### src/rtl/decoder_pkg.sv
// Shared widths, FSM state encoding and the code-to-one-hot helper for the hold decoder.
// Pure definitions: no logic, no latency, no flow control.
package decoder_pkg;

    localparam int CODE_W   = 3;
    localparam int ONEHOT_W = 8;

    typedef logic [CODE_W-1:0]   code_t;
    typedef logic [ONEHOT_W-1:0] onehot_t;

    typedef enum logic {
        IDLE = 1'b0,
        HOLD = 1'b1
    } state_e;

    function automatic onehot_t code_to_onehot(input code_t code);
        onehot_t word;
        word       = '0;
        word[code] = 1'b1;
        return word;
    endfunction

endpackage

### src/rtl/code_fifo.sv
// Generic synchronous FIFO with flush; pop data is the head entry, visible combinationally.
// Write-to-read latency one clock; push ignored when full, pop ignored when empty, flush wins.
module code_fifo #(
    parameter int WIDTH = 3,
    parameter int DEPTH = 4
) (
    input  logic                     clk,
    input  logic                     rst_n,
    input  logic                     push_i,
    input  logic [WIDTH-1:0]         push_dat_i,
    input  logic                     pop_i,
    output logic [WIDTH-1:0]         pop_dat_o,
    input  logic                     flush_i,
    output logic                     full_o,
    output logic                     empty_o,
    output logic [$clog2(DEPTH):0]   count_o
);

    localparam int PTR_W = $clog2(DEPTH);
    localparam logic [PTR_W:0]   FULL_CNT = (PTR_W+1)'(DEPTH);
    localparam logic [PTR_W-1:0] PTR_ONE  = PTR_W'(1);
    localparam logic [PTR_W:0]   CNT_ONE  = (PTR_W+1)'(1);

    logic [WIDTH-1:0] mem_q [DEPTH];
    logic [PTR_W-1:0] wr_ptr_q, wr_ptr_d;
    logic [PTR_W-1:0] rd_ptr_q, rd_ptr_d;
    logic [PTR_W:0]   count_q,  count_d;
    logic             do_push;
    logic             do_pop;

    assign full_o    = (count_q == FULL_CNT);
    assign empty_o   = (count_q == '0);
    assign count_o   = count_q;
    assign pop_dat_o = mem_q[rd_ptr_q];

    // Guarding here keeps the pointers consistent even if a caller misbehaves.
    assign do_push = push_i & ~full_o  & ~flush_i;
    assign do_pop  = pop_i  & ~empty_o & ~flush_i;

    always_comb begin
        wr_ptr_d = wr_ptr_q;
        rd_ptr_d = rd_ptr_q;
        count_d  = count_q;
        if (flush_i) begin
            wr_ptr_d = '0;
            rd_ptr_d = '0;
            count_d  = '0;
        end else begin
            if (do_push) begin
                wr_ptr_d = wr_ptr_q + PTR_ONE;
            end
            if (do_pop) begin
                rd_ptr_d = rd_ptr_q + PTR_ONE;
            end
            case ({do_push, do_pop})
                2'b10:   count_d = count_q + CNT_ONE;
                2'b01:   count_d = count_q - CNT_ONE;
                default: count_d = count_q;
            endcase
        end
    end

    always_ff @(posedge clk or negedge rst_n) begin
        if (!rst_n) begin
            wr_ptr_q <= '0;
            rd_ptr_q <= '0;
            count_q  <= '0;
        end else begin
            wr_ptr_q <= wr_ptr_d;
            rd_ptr_q <= rd_ptr_d;
            count_q  <= count_d;
        end
    end

    // Storage is qualified by the pointers, so it carries no reset.
    always_ff @(posedge clk) begin
        if (do_push) begin
            mem_q[wr_ptr_q] <= push_dat_i;
        end
    end

endmodule

### src/rtl/decoder_3to8_hold.sv
// Buffers 3-bit codes and drives each as a registered one-hot word for HOLD_CYCLES clocks.
// First word one clock after acceptance; din_ready drops only when the code FIFO is full.
module decoder_3to8_hold
    import decoder_pkg::*;
#(
    parameter int FIFO_DEPTH  = 4,
    parameter int HOLD_CYCLES = 3
) (
    input  logic                clk,
    input  logic                rst_n,
    input  logic [CODE_W-1:0]   din,
    input  logic                din_valid,
    output logic                din_ready,
    input  logic                flush,
    output logic [ONEHOT_W-1:0] dout,
    output logic                dout_valid,
    output logic                busy
);

    localparam int CNT_W = (HOLD_CYCLES > 1) ? $clog2(HOLD_CYCLES) : 1;
    localparam logic [CNT_W-1:0] HOLD_RELOAD = CNT_W'(HOLD_CYCLES - 1);
    localparam logic [CNT_W-1:0] CNT_ONE     = CNT_W'(1);

    state_e                      state_q, state_d;
    logic [CNT_W-1:0]            hold_cnt_q, hold_cnt_d;
    onehot_t                     dout_q, dout_d;
    logic                        dout_valid_q, dout_valid_d;

    logic                        fifo_push;
    logic                        fifo_pop;
    code_t                       fifo_head;
    logic                        fifo_full;
    logic                        fifo_empty;
    logic [$clog2(FIFO_DEPTH):0] fifo_count;

    assign din_ready = ~fifo_full;
    assign fifo_push = din_valid & din_ready & ~flush;

    code_fifo #(
        .WIDTH (CODE_W),
        .DEPTH (FIFO_DEPTH)
    ) u_code_fifo (
        .clk        (clk),
        .rst_n      (rst_n),
        .push_i     (fifo_push),
        .push_dat_i (din),
        .pop_i      (fifo_pop),
        .pop_dat_o  (fifo_head),
        .flush_i    (flush),
        .full_o     (fifo_full),
        .empty_o    (fifo_empty),
        .count_o    (fifo_count)
    );

    always_comb begin
        state_d      = state_q;
        hold_cnt_d   = hold_cnt_q;
        dout_d       = dout_q;
        dout_valid_d = dout_valid_q;
        fifo_pop     = 1'b0;

        if (flush) begin
            state_d      = IDLE;
            hold_cnt_d   = '0;
            dout_d       = '0;
            dout_valid_d = 1'b0;
        end else begin
            case (state_q)
                IDLE: begin
                    if (!fifo_empty) begin
                        fifo_pop     = 1'b1;
                        state_d      = HOLD;
                        hold_cnt_d   = HOLD_RELOAD;
                        dout_d       = code_to_onehot(fifo_head);
                        dout_valid_d = 1'b1;
                    end
                end
                HOLD: begin
                    if (hold_cnt_q != '0) begin
                        hold_cnt_d = hold_cnt_q - CNT_ONE;
                    end else if (!fifo_empty) begin
                        // Chain straight into the next word so there is no idle gap.
                        fifo_pop     = 1'b1;
                        hold_cnt_d   = HOLD_RELOAD;
                        dout_d       = code_to_onehot(fifo_head);
                        dout_valid_d = 1'b1;
                    end else begin
                        state_d      = IDLE;
                        dout_d       = '0;
                        dout_valid_d = 1'b0;
                    end
                end
                default: begin
                    state_d      = IDLE;
                    hold_cnt_d   = '0;
                    dout_d       = '0;
                    dout_valid_d = 1'b0;
                end
            endcase
        end
    end

    always_ff @(posedge clk or negedge rst_n) begin
        if (!rst_n) begin
            state_q      <= IDLE;
            hold_cnt_q   <= '0;
            dout_q       <= '0;
            dout_valid_q <= 1'b0;
        end else begin
            state_q      <= state_d;
            hold_cnt_q   <= hold_cnt_d;
            dout_q       <= dout_d;
            dout_valid_q <= dout_valid_d;
        end
    end

    assign dout       = dout_q;
    assign dout_valid = dout_valid_q;
    assign busy       = (fifo_count != '0) | (state_q == HOLD);

endmodule

### config.mk
export PLATFORM = sky130hd
export DESIGN_NAME = decoder_3to8_hold
export DESIGN_NICKNAME = d
export VERILOG_FILES = /design/src/rtl/decoder_pkg.sv /design/src/rtl/code_fifo.sv /design/src/rtl/decoder_3to8_hold.sv
export SDC_FILE = /design/constraint.sdc
export NUM_CORES = 1
export LEC_CHECK = 0
export CORE_ASPECT_RATIO = 2
export CORE_MARGIN = 8
export CORE_UTILIZATION = 53
export CTS_CLUSTER_DIAMETER = 150
export DETAILED_ROUTE_END_ITERATION = 8
export DONT_BUFFER_PORTS = 1
export PLACE_DENSITY_LB_ADDON = 0.25
export SETUP_SLACK_MARGIN = 0.2
export SLEW_MARGIN = 20
export SYNTH_ARGS = -nofsm -noshare
export SYNTH_HDL_FRONTEND = slang
export SYNTH_SLANG_ARGS = --single-unit
### constraint.sdc
create_clock -name clk -period 4.5 [get_ports clk]
set_clock_uncertainty 0.1 [all_clocks]
set_input_delay 1.125 -clock clk [delete_from_list [all_inputs] [get_ports clk]]
set_output_delay 1.125 -clock clk [all_outputs]
set_load 0.005 [all_outputs]
**Run 1: signal wires on met1**

Scale bar: 20 microns. Supply wires on this layer in grey.
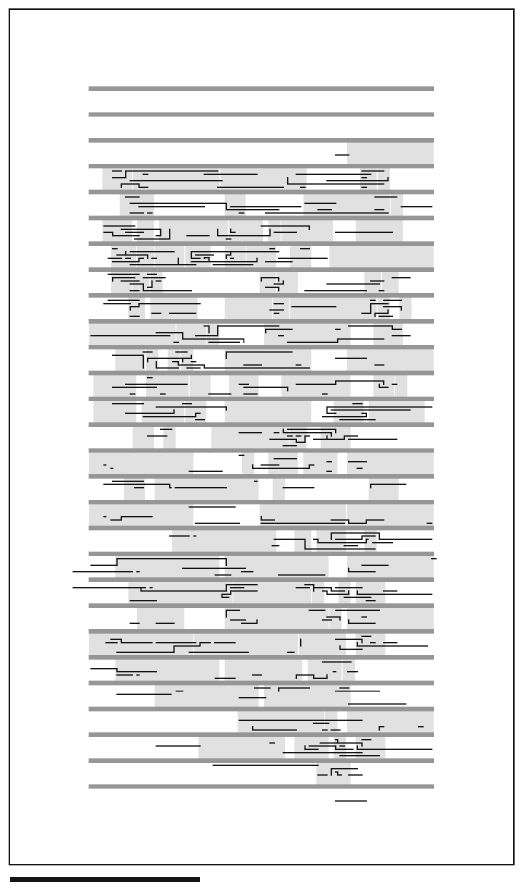
The longest straight run is 12.9 microns. The wires run mostly horizontal. The layer carries 943 microns of wire.
routed wire length: 2450 microns
detailed-route via count: 877
routing usage on met1: 13.6%

**Run 1: metal layers overlaid**

Two of the layers only.
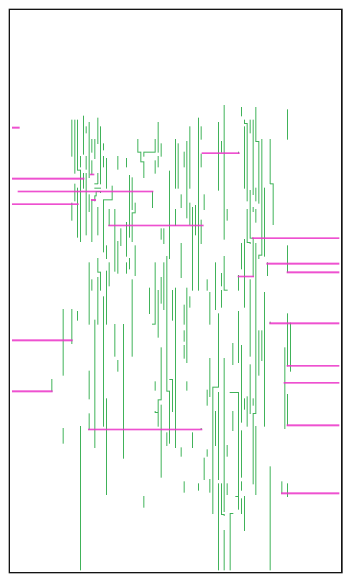
Key: magenta = metal 3 [wire length 179 microns]; green = metal 2 [wire length 1270 microns]
wire length per cell: 17.1 microns
overall fraction of global-route tracks in use: 12.1%

==> reports/metrics.cfg, run 1 <==
[yosys]
yosys.stat.seqShare_pct=57.8
netlist_instances=110
multiplexer_area_fraction_after_synthesis_pct=6.40
yosys.area_share.adder_pct=4.84
yosys_area_sq_mm=0.00145
register_bit_total_from_synthesis=31

[clock_network]
clkSlewWorstSetupHoldPaths_ps=70
cts-buffers-inserted=5

[timing]
hold_violations=0
max_clock_freq_ghz=0.361
worst_hold_slack_ps=424
totalNegativeSetupSlack_ps=0
final_setup_viols=0
timing.max_slew.rel_slack_pct=68.2

[power_and_ir_drop]
p_switching_w=0.000331
seq_power_share_pct=42.3
power.clock.fraction_pct=28.2
static-leakage-power_nw=0.630
p_int_w=0.000637

[critical_path]
worstSetupStartpointType=flip-flop
cp.arrival_ps=1540
criticalPathCategory=flip-flop to primary output
crit_end_category=primary output

[run]
maxCapViolations=0
openroad_warning_count=29

[floorplan]
io_pins=18
rows=27
floorplan.die.height_microns=89.9
core_sq_mm=0.00267
fp_util_pct=54.2

[drt]
drt_pre_antenna_iters=4
ant_nets=0

[global_route]
maximum_number_of_pins_on_one_net_before_global_route_repair=20
grt.overflow.total=0

[placement]
gp_congestion=0.733
dpl_worst_slack_ps=1900

[outcome]
outcome=completed

[min_path]
hold_path.class=flip-flop to flip-flop

**Run 1: register map, names as in the netlist**

Scale bar: 20 microns. Other sequential cells in the stronger grey, the rest of the logic in the fainter grey.
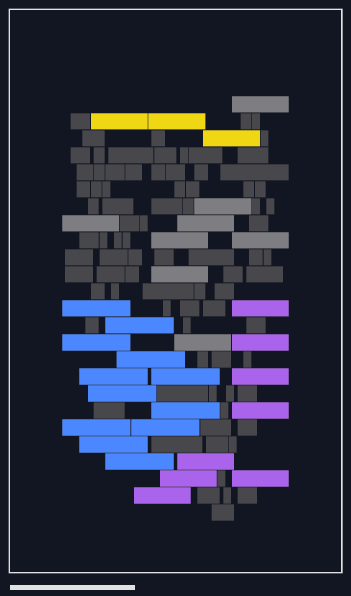
Key: yellow = `u_code_fifo.count_o` [placed flops 3]; purple = `dout` [placed flops 8, where bottom right]; blue = `u_code_fifo.mem_q` [placed flops 12]
final core utilization: 58.9%
register area: 836 sq um
Seq group: 0.000409 W
share of the final layout cell area in sequential cells: 53.2%

==> run 1: cells in the mapped netlist, drive strengths merged <==
cell / count / area share, %
nand2b: 2 / 0.86
mux2: 1 / 1.0
nor3: 3 / 1.4
xnor2: 2 / 1.2
o21a: 1 / 0.52
nand4b: 1 / 0.61
xor2: 2 / 1.2
a311oi: 1 / 0.61
o2bb2ai: 5 / 3.0
and2: 4 / 1.7
ha: 4 / 3.5
nand3: 3 / 1.0
inv: 6 / 1.6
a2111oi: 1 / 0.69
or3: 1 / 0.43
nand2: 8 / 3.4
a22o: 1 / 0.61
fa: 1 / 1.4
clkbuf: 2 / 0.52
mux4: 3 / 4.7
nor2b: 1 / 0.43
a21oi: 5 / 2.5
mux2i: 1 / 0.69
dfrtp: 19 / 33
nor2: 10 / 2.8
buf: 2 / 1.1
edfxtp: 12 / 25
nor3b: 1 / 0.52
o21ai: 2 / 0.95
nor4b: 1 / 0.61
a32o: 3 / 2.1
or3b: 1 / 0.61
==> run 1: sequential cells by signal, indices dropped and copies added (netlist names) <==
signal                flops
u_code_fifo.mem_q        12
u_code_fifo.count_o       3
u_code_fifo.rd_ptr_q      2
state_q                   1
dout                      8
dout_valid                1
u_code_fifo.wr_ptr_q      2
hold_cnt_q                2
==> run 1: worst max-delay path, cell delays in order (launching register included) <==
cell	delay, ps
dfrtp_1	450
or3_1	560
nor2_2	180
inv_2	70
==> run 1: area by class of cell <==
type	instances	area [sq um]
fillers	218	1100
flip-flops and latches	31	836
multi-input cells	69	564
clock buffers	5	68.8
clock inverters	3	43.8
well taps	29	36.3
inverters	6	22.5
==> run 1: cells by family after synthesis <==
logic type      Yosys count
compound gates           19
xor+xnor                  4
fa+ha+maj                 5
buf+inv                  10
flops                    31
mux                       5
simple gates             36
==> run 1: metal layers <==
layer  part of all wire [%]  global-route usage [%]  wire (microns)  vias to the layer above
li1                       -                       -               -                      404
met1                     38                    13.6             942                      442
met5                      0                       0               0                        -
met3                    7.3                    5.28             179                        8
met2                     52                    18.6            1270                       23
met4                    2.4                    5.43              58                        0
==> run 1: per-stage QoR <==
stage               util [%]  cells
floorplan                  -    110
global placement        54.7    135
detailed placement      54.7    135
CTS                     58.9    143
global route            58.9    143
finish                  58.9    143
==> run 1: path summary, 6_finish.rpt <==
check | from | to | slack, ps
max in group asynchronous | rst_n | hold_cnt_q[0] | 3800
max reg2reg | u_code_fifo.count_o[2] | u_code_fifo.count_o[2] | 2050
min reg2reg | dout[5] | dout[5] | 420
max | u_code_fifo.count_o[2] | busy | 1730
min | dout[5] | dout[5] | 420
min in group asynchronous | rst_n | dout[3] | 430
==> run 1: power groups by stage <==
stage / registers (W) / clock network (W) / logic [W]
2_1_floorplan: 0.000392 / 0 / 0.000269
3_3_place_gp: 0.000412 / 0 / 0.000279
3_5_place_dp: 0.000415 / 0 / 0.000287
4_1_cts: 0.000411 / 0.000279 / 0.000289
5_1_grt: 0.000421 / 0.000293 / 0.000323
6_report: 0.000409 / 0.000273 / 0.000285
## Run 2: what changed since run 1
==> constraint.sdc (replaced) <==
create_clock -name clk -period 2.3 [get_ports clk]
set_clock_uncertainty 0.1 [all_clocks]
set_input_delay 0.575 -clock clk [delete_from_list [all_inputs] [get_ports clk]]
set_output_delay 0.575 -clock clk [all_outputs]
set_load 0.005 [all_outputs]
**Run 2: port wiring**

Scale bar: 20 microns.
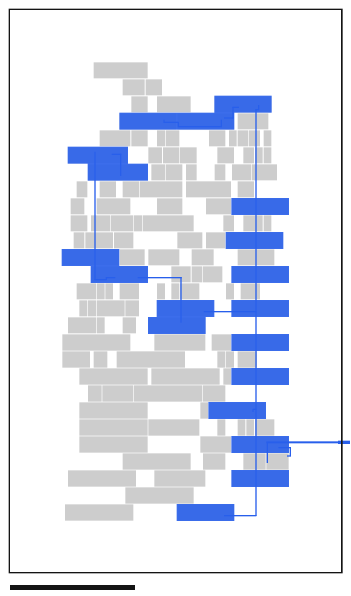
Key: blue = `rst_n` [bits 1, direction input, end cells 19, buffers 1, wire 157 microns]
quantity of I/O buffers inserted on ports: 0
number of top-level pins: 18

==> run 2 against run 1 <==
First-iteration DRC count up 72%. Sequential power grew 91%. Register-to-register slack worse by 1900 ps. Critical path depth grew 4. Combinational power went up to 2.9 times the previous value. Die size stayed put. Highest routed layer unchanged.
==> reports/metrics.cfg, run 2 <==
[min_path]
hold_path.class=input pin to flip-flop
hold_path_startpoint=flush

[layout]
finish.cell_count_without_fillers=156  ; +9.1%
n_antenna_cell=0
fin_area_sq_mm=0.00171
final_common_cell=dfrtp_1
area.growth.synth_to_final_pct=18.2
post_layout_nets=138
largest_reg_flops=12  ; unchanged
drive_gt1_share_pct=31.5
top_register=u_code_fifo.mem_q

[yosys]
ys_cells=110
yosys_area_sq_mm=0.00145  ; unchanged
netlist_area_sq_mm=0.00145
average_cell_area_after_synthesis_sq_um=13.1
common_cells=19 x dfrtp_1, 12 x edfxtp_1, 9 x nor2_1
register_bit_total_from_synthesis=31  ; unchanged
netlist_instances=110  ; unchanged
ff_type=dfrtp_1
enable_flop_cells=12  ; unchanged
top_area_cell_types=dfrtp_1 33%, edfxtp_1 25%, mux4_2 4.7%, ha_1 3.5%, o2bb2ai_1 3.0%
synth.yosys.warnings=0
synth_largest_type_area_fraction_pct=32.9  ; unchanged
synth.distinct_cells=40
synth_area_leader_cell=dfrtp_1
yosysMostFrequentCell=dfrtp_1
yosys.stat.seqShare_pct=57.8  ; unchanged
synth_async_sr_flop_share_pct=61.3  ; unchanged
mappedNetlistNets=122

[drt]
drt_pre_antenna_iters=4  ; unchanged
ant_nets=0  ; unchanged
avgViaCountPerCell=5.76
initialDrtViolationCount=31
detail_route.drc_violations=0

[critical_path]
crit_path_top_delay_cell=or3_4
criticalPathCategory=flip-flop to flip-flop
crit-reg2reg-launch=u_code_fifo.count_o[2]
path_max_fanout=5
setup.worst_path.start=u_code_fifo.count_o[2]
crit_end_category=flip-flop
cp.arrival_ps=2170  ; +630 ps
cp.required_ps=2350
max_stage_delay_ps=430  ; -130 ps
worstSetupStartpointType=flip-flop
path_cells=or3_4 > nand2_8 > nor3b_4 > fa_2 > buf_6 > nor4b_4 > a2111oi_2

[placement]
placedInstanceArea_sq_mm=0.00150
dpl.cell_count=139  ; +3.0%
dpl_worst_slack_ps=78.1  ; -1830 ps
gp_congestion=0.742  ; +1.3%

[floorplan]
die_area_sq_mm=0.00476
floorplan.die.height_microns=89.9  ; unchanged
die_width_microns=52.9
fp_util_pct=54.2  ; unchanged
core_sq_mm=0.00267  ; unchanged
rows=27  ; unchanged

[timing]
final-max-slew-violation-count=0
hold_violations=0  ; unchanged
final_setup_viols=0  ; unchanged
max_clock_freq_ghz=0.473
postLayoutSetupSlackWorst_ps=185
worstMarginPinSlew_ps=854
timing.max_slew.rel_slack_pct=42.9  ; -25 points
totalNegativeSetupSlack_ps=0  ; unchanged
final.period_utilization_pct=92.0
worst_hold_slack_ps=245  ; -178 ps

[power_and_ir_drop]
max-vdd-ir-drop_mv=0.740
static-leakage-power_nw=0.689  ; +9.4%

[clock_network]
clock_latency_ps=290
cts-buffers-inserted=5  ; unchanged
clock_path_buffers=2
clock_net_sink_count=31
clkSlewWorstSetupHoldPaths_ps=60  ; about the same

[global_route]
grt.overflow.total=0  ; unchanged
maximum_number_of_pins_on_one_net_before_global_route_repair=20  ; unchanged
number_of_global_route_vias_before_repair=992

[run]
openroad_warning_count=31  ; +6.9%
maxCapViolations=0  ; unchanged

[outcome]
outcome=completed

**Run 2: metal layers overlaid**

Two of the layers only.
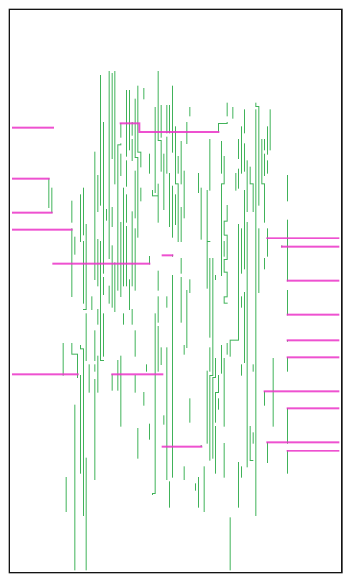
Key: magenta = metal 3 [wire length 179 microns]; green = metal 2 [wire length 1460 microns]
wire length per cell: 17.5 microns
overall fraction of global-route tracks in use: 12.6%
routed wire length: 2730 microns
detailed-route via count: 898

[run 2: cell type report]
class                           instances  area [sq um]
Clock buffer                            6          72.6
Clock inverter                          2          12.5
Fill cell                             206           960
Inverter                                6          22.5
Multi-Input combinational cell         69           619
Sequential cell                        31           838
Tap cell                               29          36.3
Timing Repair Buffer                   13           108
[run 2: worst paths after layout]
check	endpoint	slack, ps	depth (start not counted)
min in group asynchronous	dout[5]	740	1
max in group asynchronous	u_code_fifo.count_o[2]	770	1
setup / recovery	u_code_fifo.count_o[2]	180	7
setup reg to reg	u_code_fifo.count_o[2]	180	7
hold reg to reg	dout[3]	420	1
hold / removal	u_code_fifo.wr_ptr_q[1]	250	1
[run 2: logic make-up (layout without fill, tap and decap cells)]
kind of cell,Yosys count,count (layout),synth area share [%]
DFF,31,31,57.8
buffers and inverters,10,27,3.20
adders and majority gates,5,5,4.84
AOI/OAI and AO/OA,19,19,11.0
and+or+nand+nor,36,36,14.4
xor gates and xnor gates,4,4,2.42
muxes,5,5,6.40
[run 2: power breakdown]
group | switching, W | internal, W
Sequential | 0.0000997 | 0.000683
Clock | 0.000205 | 0.000211
Combinational | 0.000431 | 0.000395
Total | 0.000736 | 0.00129
[run 2: timing repair]
| item | 4_1_cts | 5_1_grt |
|---|---|---|
| hold buffers | 1 | 0 |
| endpoints found under the hold margin | 19 | 0 |
| gates resized | 6 | 7 |
| buffers inserted | 6 | 2 |
| endpoints found under the setup margin | 2 | 2 |
| pin swaps | 3 | 5 |
[run 2: critical path, delay by kind of cell, from the launching register on]
| family | cells | cell delay [ps] |
|---|---|---|
| AOI/OAI and AO/OA | 1 | 70 |
| DFF | 1 | 410 |
| buffers and inverters | 1 | 150 |
| and+or+nand+nor | 4 | 840 |
| adders and majority gates | 1 | 410 |
[run 2: per-stage QoR]
stage	total power, W	util (%)
6_report	0.00202	64.0
5_1_grt	0.00215	64.0
3_3_place_gp	0.00142	56.3
3_5_place_dp	0.00144	56.3
2_1_floorplan	0.00131	-
4_1_cts	0.00197	62.3
[run 2: layer usage]
layer | routed length [microns] | track usage, % | part of all wire [%]
met5 | 0 | 0 | 0
met4 | 72 | 7.61 | 2.6
met3 | 179 | 5.28 | 6.6
met2 | 1460 | 19.5 | 53
met1 | 1020 | 13.3 | 37
## Run 3: what changed since run 2
--- a/config.mk
+++ b/config.mk
@@ -13,7 +13,7 @@
 export DONT_BUFFER_PORTS = 1
 export PLACE_DENSITY_LB_ADDON = 0.25
 export SETUP_SLACK_MARGIN = 0.2
-export SLEW_MARGIN = 20
+export SLEW_MARGIN = 40
 export SYNTH_ARGS = -nofsm -noshare
 export SYNTH_HDL_FRONTEND = slang
 export SYNTH_SLANG_ARGS = --single-unit
**Run 3: metal layers overlaid**

Two of the layers only.
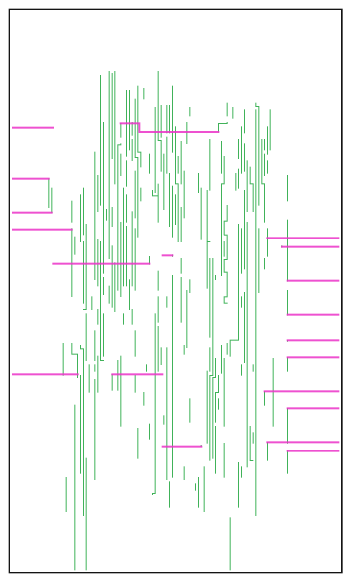
Key: green = metal 2 [wire length 1460 microns]; magenta = metal 3 [wire length 179 microns]
wire length per cell: 17.5 microns
routed wire length: 2730 microns
detailed-route via count: 899

==> run 3 against run 2 <==
Die size did not move. Critical path depth is the same. First-iteration DRC count stayed put. Combinational power barely moved. Clock power hardly changed. Cell count is the same. Synthesized cell count did not move. Non-clock buffer count unchanged. Sequential share of layout area up 0.14 points. Utilization is 0.19 points lower. Clock-buffer cell count unchanged. Critical endpoint unchanged.
==> reports/metrics.cfg, run 3 <==
[timing]
totalNegativeSetupSlack_ps=0  ; unchanged
max_clock_freq_ghz=0.473  ; unchanged
worstMarginPinSlew_ps=426  ; -428 ps
final_setup_viols=0  ; unchanged
timing.max_slew.rel_slack_pct=71.6  ; +29 points
final.period_utilization_pct=92.0  ; unchanged
final-max-slew-violation-count=0  ; unchanged

[drt]
initialDrtViolationCount=31  ; unchanged
drt_pre_antenna_iters=4  ; unchanged
ant_nets=0  ; unchanged
detail_route.drc_violations=0  ; unchanged
avgViaCountPerCell=5.76  ; +0.11%

[clock_network]
cts-buffers-inserted=5  ; unchanged
clock_path_buffers=2  ; unchanged
clkSlewWorstSetupHoldPaths_ps=70  ; about the same
clock_latency_ps=290  ; about the same
clock_net_sink_count=31  ; unchanged

[yosys]
netlist_area_sq_mm=0.00145  ; unchanged
ff_type=dfrtp_1
netlist_instances=110  ; unchanged
synth_async_sr_flop_share_pct=61.3  ; unchanged
average_cell_area_after_synthesis_sq_um=13.1  ; unchanged
synth.yosys.warnings=0  ; unchanged
yosys_area_sq_mm=0.00145  ; unchanged
register_bit_total_from_synthesis=31  ; unchanged
top_area_cell_types=dfrtp_1 33%, edfxtp_1 25%, mux4_2 4.7%, ha_1 3.5%, o2bb2ai_1 3.0%
mappedNetlistNets=122  ; unchanged
yosys.stat.seqShare_pct=57.8  ; unchanged
synth_largest_type_area_fraction_pct=32.9  ; unchanged
synth.distinct_cells=40  ; unchanged
yosysMostFrequentCell=dfrtp_1
common_cells=19 x dfrtp_1, 12 x edfxtp_1, 9 x nor2_1
enable_flop_cells=12  ; unchanged

[global_route]
grtUsageTotal_pct=12.6  ; unchanged

[layout]
comb_area_sq_um=619  ; unchanged
final_common_cell=dfrtp_1
n_antenna_cell=0  ; unchanged
post_layout_nets=138  ; unchanged
largest_reg_flops=12  ; unchanged
finish.cell_count_without_fillers=156  ; unchanged
layout.filler_cells=207  ; +0.49%
area.growth.synth_to_final_pct=17.8
top_register=u_code_fifo.mem_q
drive_gt1_share_pct=32.3  ; +0.79 points

[power_and_ir_drop]
power_frac_comb_pct=40.8  ; about the same
static-leakage-power_nw=0.689  ; about the same
power.clock.fraction_pct=20.5  ; about the same
max-vdd-ir-drop_mv=0.740  ; about the same
power-per-cell-area_mw_per_mm2=1190
power.switching_fraction_pct=36.3  ; about the same
p_int_w=0.00129  ; about the same
p_switching_w=0.000736  ; about the same

[min_path]
hold_path.class=input pin to async pin

[critical_path]
cp.arrival_ps=2170  ; about the same
crit_end_category=flip-flop
worstSetupStartpointType=flip-flop
cp.required_ps=2350  ; about the same
path_max_fanout=5  ; unchanged

[floorplan]
fp_util_pct=54.2  ; unchanged
io_pins=18  ; unchanged
die_area_sq_mm=0.00476  ; unchanged
floorplan.die.height_microns=89.9  ; unchanged
die_width_microns=52.9  ; unchanged
core_sq_mm=0.00267  ; unchanged

[placement]
dpl.cell_count=139  ; unchanged
buffer_ports.inserted=0  ; unchanged
gp_congestion=0.742  ; unchanged

[outcome]
outcome=completed

[run]
openroad_warning_count=31  ; unchanged
maxCapViolations=0  ; unchanged

**Run 3: register map, names as in the netlist**

Scale bar: 20 microns. Other sequential cells in the stronger grey, the rest of the logic in the fainter grey.
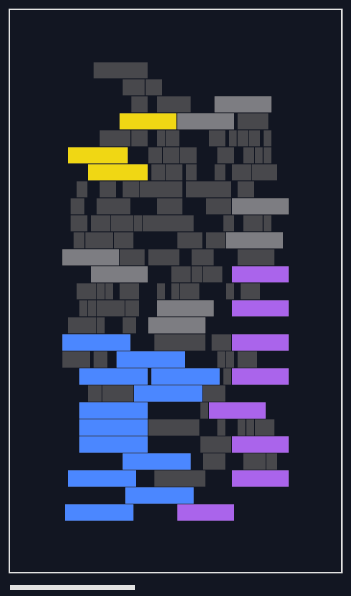
Key: purple = `dout` [placed flops 8]; blue = `u_code_fifo.mem_q` [placed flops 12]; yellow = `u_code_fifo.count_o` [placed flops 3]
register area: 838 sq um
final core utilization: 63.9%

==> run 3: stage by stage <==
stage               setup WS [ps]  total power, W  instance area [sq um]  hold WS [ps]
floorplan                     186         0.00131                   1470           179
global placement              130         0.00142                   1500           180
detailed placement           78.1         0.00144                   1500           180
CTS                           201         0.00197                   1660           240
global route                  124         0.00215                   1700           141
finish                        185         0.00202                   1700           117
==> run 3: kinds of logic after synthesis <==
logic type | after synthesis | share of synthesized area, %
flops | 31 | 57.8
xor+xnor | 4 | 2.42
fa+ha+maj | 5 | 4.84
simple gates | 36 | 14.4
buf+inv | 10 | 3.20
mux | 5 | 6.40
compound gates | 19 | 11.0
==> run 3: path summary, 6_finish.rpt <==
kind	startpoint	to	slack, ps
max	u_code_fifo.count_o[2]	u_code_fifo.count_o[2]	180
min	rst_n	dout[6]	120
max reg2reg	u_code_fifo.count_o[2]	u_code_fifo.count_o[2]	180
min reg2reg	dout[3]	dout[3]	420
max in group asynchronous	rst_n	u_code_fifo.count_o[2]	1660
min in group clk	flush	u_code_fifo.wr_ptr_q[1]	250
==> run 3: layout make-up <==
class                           count  area share, %
Multi-Input combinational cell     69           36.3
Tap cell                           29           2.13
Clock inverter                      2          0.734
Inverter                            6           1.32
Timing Repair Buffer               13           6.02
Sequential cell                    31           49.2
Clock buffer                        6           4.26
==> run 3: power groups by stage <==
| stage | clock, W | sequential (W) | combinational (W) |
|---|---|---|---|
| after global placement | 0 | 0.000795 | 0.000625 |
| after CTS | 0.000422 | 0.000785 | 0.000758 |
| after global routing | 0.000452 | 0.000801 | 0.000900 |
| final | 0.000416 | 0.000782 | 0.000826 |
| after detailed placement | 0 | 0.000798 | 0.000638 |
| after floorplan | 0 | 0.000767 | 0.000544 |
==> run 3: timing repair <==
action | 4_1_cts | 5_1_grt
resized | 6 | 7
hold buffers | 1 | 0
setup endpoints to repair | 2 | 2
pin swaps | 3 | 5
endpoints found under the hold margin | 19 | 0
buffers inserted | 6 | 2
gates cloned | 0 | 0
==> run 3: worst max-delay path, stage by stage (launching register included) <==
cell       delay [ps]
dfrtp_2           410
or3_4             430
nand2_8            80
nor3b_4            40
fa_2              410
buf_6             150
nor4b_4           290
a2111oi_2          70
==> run 3: per-layer routing <==
layer  track usage (%)  vias to the layer above  part of all wire (%)
met2              19.5                       20                    53
met4              7.61                        0                   2.6
met1              13.3                      443                    37
met3              5.28                        6                   6.6
met5                 0                        -                     0
li1                  -                      430                     -
Power and IR drop assume default switching activity.
